Cell sizes after repair:
Bar = 20 µm.
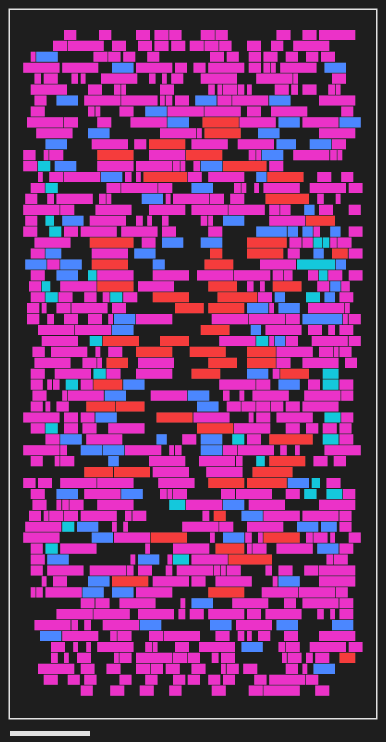
Clock routing:
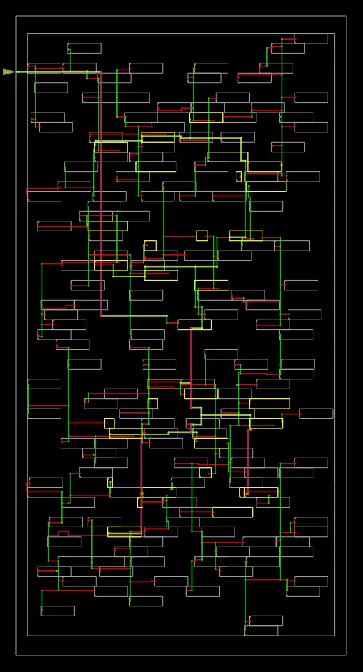
The metal 4 layer:
Bar = 20 µm.
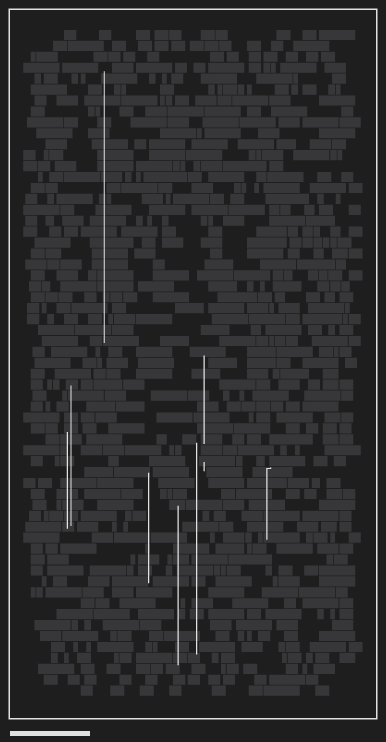
Routed metal, one color a layer:
Only two layers are drawn.
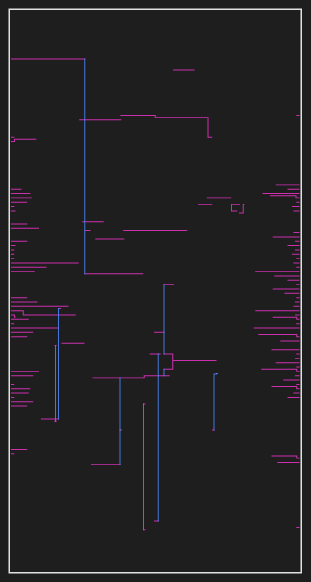
M2 wires:
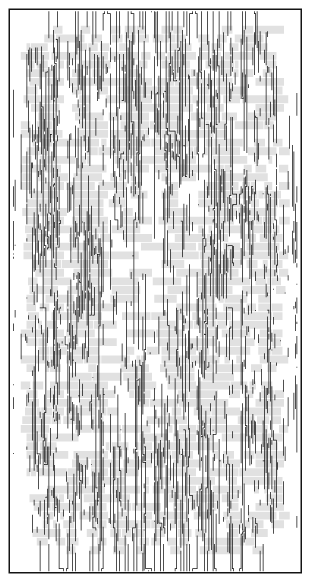
==> src/rtl/alu_pkg.sv <==
// Shared ALU definitions: flag bit positions, packed flag struct, opcodes,
// and the occupancy encoding of the writeback skid buffer.
package alu_pkg;

    localparam int FLG_OVF  = 5;
    localparam int FLG_NEG  = 4;
    localparam int FLG_ZERO = 3;
    localparam int FLG_EQ   = 2;
    localparam int FLG_GT   = 1;
    localparam int FLG_LT   = 0;

    typedef struct packed {
        logic ovf;
        logic neg;
        logic zero;
        logic eq;
        logic gt;
        logic lt;
    } alu_flags_t;

    typedef enum logic [3:0] {
        ALU_ADD = 4'd0,
        ALU_SUB = 4'd1,
        ALU_AND = 4'd2,
        ALU_OR  = 4'd3,
        ALU_XOR = 4'd4,
        ALU_SLL = 4'd5,
        ALU_SRL = 4'd6,
        ALU_SRA = 4'd7,
        ALU_CMP = 4'd8
    } alu_op_t;

    typedef enum logic [1:0] {
        SKID_EMPTY = 2'd0,
        SKID_ONE   = 2'd1,
        SKID_FULL  = 2'd2
    } skid_state_t;

endpackage

==> src/rtl/wb_skid2.sv <==
// Two-entry FIFO-ordered valid/ready buffer over an opaque packed payload.
// Occupancy FSM:
//   state      | meaning
//   SKID_EMPTY | no entries, out_valid low
//   SKID_ONE   | head entry valid, tail free
//   SKID_FULL  | head and tail valid, in_ready low
// in_ready is a flop loaded from the next state, so out_ready never reaches
// it combinationally; out_payload comes straight from the head register.
module wb_skid2
    import alu_pkg::*;
#(
    parameter int W = 70
) (
    input  logic         clk,
    input  logic         rst_n,
    input  logic         in_valid,
    output logic         in_ready,
    input  logic [W-1:0] in_payload,
    input  logic         flush,
    output logic         out_valid,
    input  logic         out_ready,
    output logic [W-1:0] out_payload
);

    skid_state_t r_state;
    skid_state_t w_next_state;
    logic        r_in_ready;
    logic [W-1:0] r_head;
    logic [W-1:0] r_tail;
    logic        w_push;
    logic        w_pop;

    assign w_push = in_valid & r_in_ready;
    assign w_pop  = out_valid & out_ready;

    // State register plus registered ready derived from the next occupancy.
    always_ff @(posedge clk or negedge rst_n) begin
        if (!rst_n) begin
            r_state    <= SKID_EMPTY;
            r_in_ready <= 1'b1;
        end else begin
            r_state    <= w_next_state;
            r_in_ready <= (w_next_state != SKID_FULL);
        end
    end

    // Next-state logic; flush empties the buffer regardless of push/pop.
    always_comb begin
        w_next_state = r_state;
        if (flush) begin
            w_next_state = SKID_EMPTY;
        end else begin
            case (r_state)
                SKID_EMPTY: if (w_push) w_next_state = SKID_ONE;
                SKID_ONE: begin
                    if (w_push && !w_pop)      w_next_state = SKID_FULL;
                    else if (w_pop && !w_push) w_next_state = SKID_EMPTY;
                end
                SKID_FULL:  if (w_pop) w_next_state = SKID_ONE;
                default:    w_next_state = SKID_EMPTY;
            endcase
        end
    end

    // Output decode from registered state and head entry.
    always_comb begin
        out_valid   = (r_state != SKID_EMPTY);
        in_ready    = r_in_ready;
        out_payload = r_head;
    end

    // Entry storage: head is what the consumer sees, tail backs it up.
    always_ff @(posedge clk or negedge rst_n) begin
        if (!rst_n) begin
            r_head <= '0;
            r_tail <= '0;
        end else if (!flush) begin
            case (r_state)
                SKID_EMPTY: if (w_push) r_head <= in_payload;
                SKID_ONE: begin
                    if (w_push && w_pop) r_head <= in_payload;
                    else if (w_push)     r_tail <= in_payload;
                end
                SKID_FULL:  if (w_pop) r_head <= r_tail;
                default: ;
            endcase
        end
    end

endmodule

==> src/rtl/alu_wb_stage.sv <==
// ALU writeback/status stage: buffers results toward the register file and
// keeps the architectural flags plus a sticky overflow for branch logic.
module alu_wb_stage
    import alu_pkg::*;
#(
    parameter int DATA_W = 64,
    parameter int REG_AW = 5
) (
    input  logic              clk,
    input  logic              rst_n,
    input  logic              in_valid,
    output logic              in_ready,
    input  logic [DATA_W-1:0] in_result,
    input  logic [5:0]        in_flags,
    input  logic [REG_AW-1:0] in_rd,
    input  logic              in_we,
    input  logic              in_setf,
    input  logic              flush,
    input  logic              clr_sticky,
    output logic              out_valid,
    input  logic              out_ready,
    output logic [DATA_W-1:0] out_data,
    output logic [REG_AW-1:0] out_rd,
    output logic              out_we,
    output logic [5:0]        flags_q,
    output logic              ovf_sticky
);

    localparam int PAY_W = DATA_W + REG_AW + 1;

    logic [PAY_W-1:0] w_in_payload;
    logic [PAY_W-1:0] w_out_payload;
    logic             w_push;
    alu_flags_t       r_flags;
    logic             r_sticky;

    assign w_in_payload = {in_result, in_rd, in_we};
    assign {out_data, out_rd, out_we} = w_out_payload;

    wb_skid2 #(.W(PAY_W)) u_skid (
        .clk         (clk),
        .rst_n       (rst_n),
        .in_valid    (in_valid),
        .in_ready    (in_ready),
        .in_payload  (w_in_payload),
        .flush       (flush),
        .out_valid   (out_valid),
        .out_ready   (out_ready),
        .out_payload (w_out_payload)
    );

    // The instruction has executed once accepted, so flush does not block this.
    assign w_push = in_valid & in_ready;

    // Flags follow accepted flag-setting instructions; sticky set beats clear.
    always_ff @(posedge clk or negedge rst_n) begin
        if (!rst_n) begin
            r_flags  <= '0;
            r_sticky <= 1'b0;
        end else begin
            if (w_push && in_setf) r_flags <= alu_flags_t'(in_flags);
            if (w_push && in_setf && in_flags[FLG_OVF]) r_sticky <= 1'b1;
            else if (clr_sticky)                        r_sticky <= 1'b0;
        end
    end

    assign flags_q    = r_flags;
    assign ovf_sticky = r_sticky;

endmodule
==> config.mk <==
export PLATFORM = sky130hd
export DESIGN_NAME = alu_wb_stage
export DESIGN_NICKNAME = d
export VERILOG_FILES = /design/src/rtl/alu_pkg.sv /design/src/rtl/wb_skid2.sv /design/src/rtl/alu_wb_stage.sv
export SDC_FILE = /design/constraint.sdc
export NUM_CORES = 1
export LEC_CHECK = 0
export CAP_MARGIN = 40
export CORE_ASPECT_RATIO = 2
export CORE_MARGIN = 3
export CORE_UTILIZATION = 45
export DETAILED_ROUTE_END_ITERATION = 6
export GPL_ROUTABILITY_DRIVEN = 0
export PLACE_DENSITY_LB_ADDON = 0.05
export REMOVE_ABC_BUFFERS = 1
export SYNTH_ARGS = -nofsm -noshare
export SYNTH_HDL_FRONTEND = slang
export SYNTH_SLANG_ARGS = --single-unit
==> constraint.sdc <==
create_clock -name clk -period 1.7 [get_ports clk]
set_input_delay 0.34 -clock clk [delete_from_list [all_inputs] [get_ports clk]]
set_output_delay 0.34 -clock clk [all_outputs]
set_load 0.02 [all_outputs]
==> results.py <==
# Synthesis and PnR figures
metrics = {
    "timing": {
        "rsz0062_at_grt": "true",
        "period_needed_ns": 1.73,
        "fin_hold_ws_ns": 0.394,
        "setup_viol": 20,
        "finalHoldViolCount": 0,
        "finalWorstSetupSlack_ns": -0.0290,
        "period_used_pct": 102,
    },
    "yosys": {
        "synth-warning-count": 0,
        "synthCells": 487,
        "ys_seq_share_pct": 57.6,
    },
    "pwr": {
        "sequentialPowerShare_pct": 40.8,
        "power_mw": 12.2,
        "p_comb_mw": 2.97,
    },
    "critical_path": {
        "worstPathCellList": "nand2_2 -> nor3_2 -> nand3b_1 -> buf_12 -> buf_12 -> buf_12 -> mux2_4",
        "crit_type": "register to register",
        "cp.required_ns": 1.99,
    },
    "clocking": {
        "cts_root_buf": "clkbuf_16",
        "clock_path_buffers": 2,
        "hold_buffers": 1,
        "post_cts_resized": 89,
    },
    "floorplan": {
        "nWellTaps": 189,
        "core_mm2": 0.0140,
        "row_count": 61,
    },
    "finish": {
        "area_growth_pct": 46.6,
        "flops": 150,
        "biggestCellCategory": "sequential cells",
        "logic_gates": 305,
        "lay_top_cells": "dfrtp_1 (149), clkdlybuf4s50_1 (81), dlygate4sd2_1 (77)",
        "antenna_cells": 0,
        "clkCellAreaFrac_pct": 6.93,
        "inverters": 1,
    },
    "routing": {
        "first_pass_iters": 4,
        "route.met2.wl_mm": 9.27,
        "drt_iter0_drc": 159,
        "wl_met1_mm": 6.68,
    },
    "global_routing": {
        "gr-max-usage-layer": "met2",
    },
    "place": {
        "dp_cells": 830,
        "dpl-instance-area_mm2": 0.00855,
    },
    "run_status": {
        "status": "complete, but fails checks",
        "violations": "negative setup slack",
    },
    "run": {
        "openroad.warnings": 27,
    },
}
-- 'cell sizes after repair' (at the start) --
- red: x6 and larger (cells 55; share 8.0%)
- blue: x3 and x4 (cells 88; share 13%)
- magenta: x1 and smaller (cells 516; share 75%)
- cyan: x2 (cells 31; share 4.5%)

-- 'clock routing' (at the start) --
CTS Sinks: 150
clock group power: 4.24 mW
clock buffers: 21
Worst Skew: 0.00765 ns

-- 'the metal 4 layer' (at the start) --
- wire length on this layer: 287 µm
- nets with wire on the layer: 6
- share of all routed wire: 1.7%
- longest straight run: 67.3 µm
Routed WL: 16.9 mm
via count: 4,555

-- 'routed metal, one color a layer' (at the start) --
- magenta: M3 (wire length 681 µm)
- blue: M4 (wire length 287 µm)
Total GRT Usage: 19.6%
wire length per cell: 19.2 µm

-- 'M2 wires' (at the start) --
- share of all routed wire: 55%
- longest straight run: 63.1 µm
met2 usage: 34.8%

==> logic make-up (layout without fill, tap and decap cells) <==
family	Yosys count	in the layout	synth area share, %
AND-OR/OR-AND	76	76	6.10
buffers and inverters	32	235	3.30
flip-flops	150	150	57.6
multiplexers	145	145	27.6
AND/OR/NAND/NOR	84	84	5.37
==> path summary, 6_finish.rpt <==
check / slack (ns) / from / endpoint / cells after the start
worst max register to register: -0.03 / u_skid.in_ready / u_skid.r_tail[22] / 7
worst min register to register: 0.48 / flags_q[5] / flags_q[5] / 2
max in group asynchronous: 0.71 / rst_n / u_skid.r_tail[56] / 3
min in group clk: 0.48 / flags_q[5] / flags_q[5] / 2
worst min-delay path: 0.39 / rst_n / u_skid.r_tail[46] / 2
worst max-delay path: -0.03 / u_skid.in_ready / u_skid.r_tail[22] / 7
Power figures rest on the tool's default switching activity, not on a simulated workload.
